Figure 1. M1 wires.
Drawn at 6 px/um. Supply wires on this layer in gray.
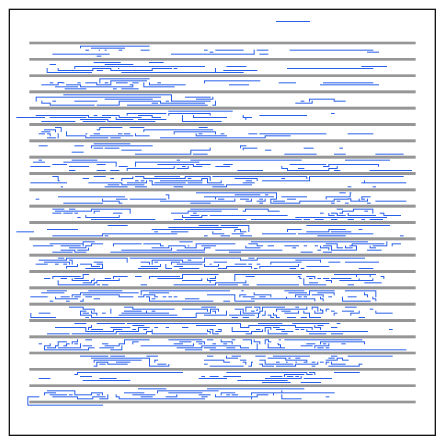
Figure 2. Met2 routing.
Drawn at 4 px/um.
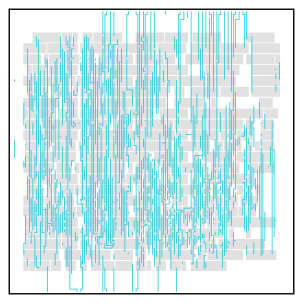
Design macc_seq_flat, sky130hd; sources not shown.
==> run summary <==
flow finished, numbers: result of the run=finished, violations left, failing checks=negative setup slack, count of final hold-check violations=0, global-route usage over all layers=28.5%, share of the core filled with cells in the final layout=87.5%, accumulated negative setup slack=-1.62 ns, final setup violation count=31, fin worst setup slack=-0.119 ns, Post-synth mux share=under 10%, Switching Power=between 3 and 4 mW, flip-flop and latch count after synthesis=23, weighted congestion reported at the end of routability-driven placement=0.813, maximum number of pins on one net before global-route repair=24, flop2flop setup slack=0.01 ns, P_int=2.80 mW, number of cells upsized or downsized after cts=22, Crit Path Category=reg -> out, leakage=1.49 nW, dominant logic cell type in the layout=sky130_fd_sc_hd__nand2_1, die span in y=about 71 um, met3 wire len=791 um, count of maximum capacitance violations=0, Critical Path Source Type=flop, Max Fanout on Critical Path=4, worst path arrival time=1.75 ns, total global routing overflow=0, share of final-layout standard cells stronger than drive strength 1=41.1%
## Picture notes: Figure 1
- nets with wire on the layer: 294
- main direction: horizontal
- wire length on this layer: 2,770 um
total via count in the routed design: 2,264
met1 Track Usage GR: 34.0%

## Picture notes: Figure 2
- wire length on this layer: 3,930 um
- longest straight run: 35.7 um
- share of all routed wire: 50%
- nets with wire on the layer: 318
- main direction: vertical
met2 global-route usage: 50.1%
post-detailed-routing wire length: 7.90 mm

layout make-up:
type	count	area, um^2
multi-input combinational	182	1310
timing repair buffer	87	1230
sequential	23	576
fill	173	480
inverter	35	153
tap	48	60.1
clock buffer	3	41.3
clock inverter	1	7.51
cell usage after synthesis, drive strengths merged:
| library cell | number | area share (%) |
|---|---|---|
| nor4 | 3 | 0.99 |
| o21ai | 12 | 3.2 |
| a41oi | 1 | 0.46 |
| bufinv | 1 | 0.93 |
| ha | 7 | 4.6 |
| o211ai | 1 | 0.40 |
| xnor2 | 1 | 0.46 |
| nand4 | 2 | 0.66 |
| a31oi | 1 | 0.33 |
| a21oi | 10 | 2.8 |
| xor2 | 5 | 2.3 |
| o31ai | 12 | 4.8 |
| o21bai | 1 | 0.40 |
| mux2 | 2 | 1.2 |
| nand3 | 21 | 5.8 |
| clkinv | 1 | 0.20 |
| nor2 | 34 | 9.0 |
| nor3b | 3 | 1.2 |
| buf | 22 | 8.5 |
| clkbuf | 1 | 0.20 |
| inv | 33 | 6.6 |
| nand2 | 57 | 13 |
| dfrtp | 23 | 30 |
| nor3 | 6 | 1.6 |
| conb | 1 | 0.20 |
power groups by stage:
stage	Combinational, mW	Sequential, mW	Clock [mW]
3_5_place_dp	4.29	0.732	0
6_report	4.97	0.751	0.306
3_3_place_gp	4.19	0.727	0
2_1_floorplan	2.63	0.725	0
4_1_cts	4.66	0.717	0.297
5_1_grt	5.14	0.759	0.315
metrics by stage:
| step | setup slack (ns) | cells |
|---|---|---|
| floorplan | -0.237 | 263 |
| finish | -0.119 | 379 |
| CTS | -0.0803 | 372 |
| global route | -0.176 | 379 |
| detailed placement | 0.126 | 357 |
| global placement | 0.141 | 357 |
Power and IR drop assume default switching activity.
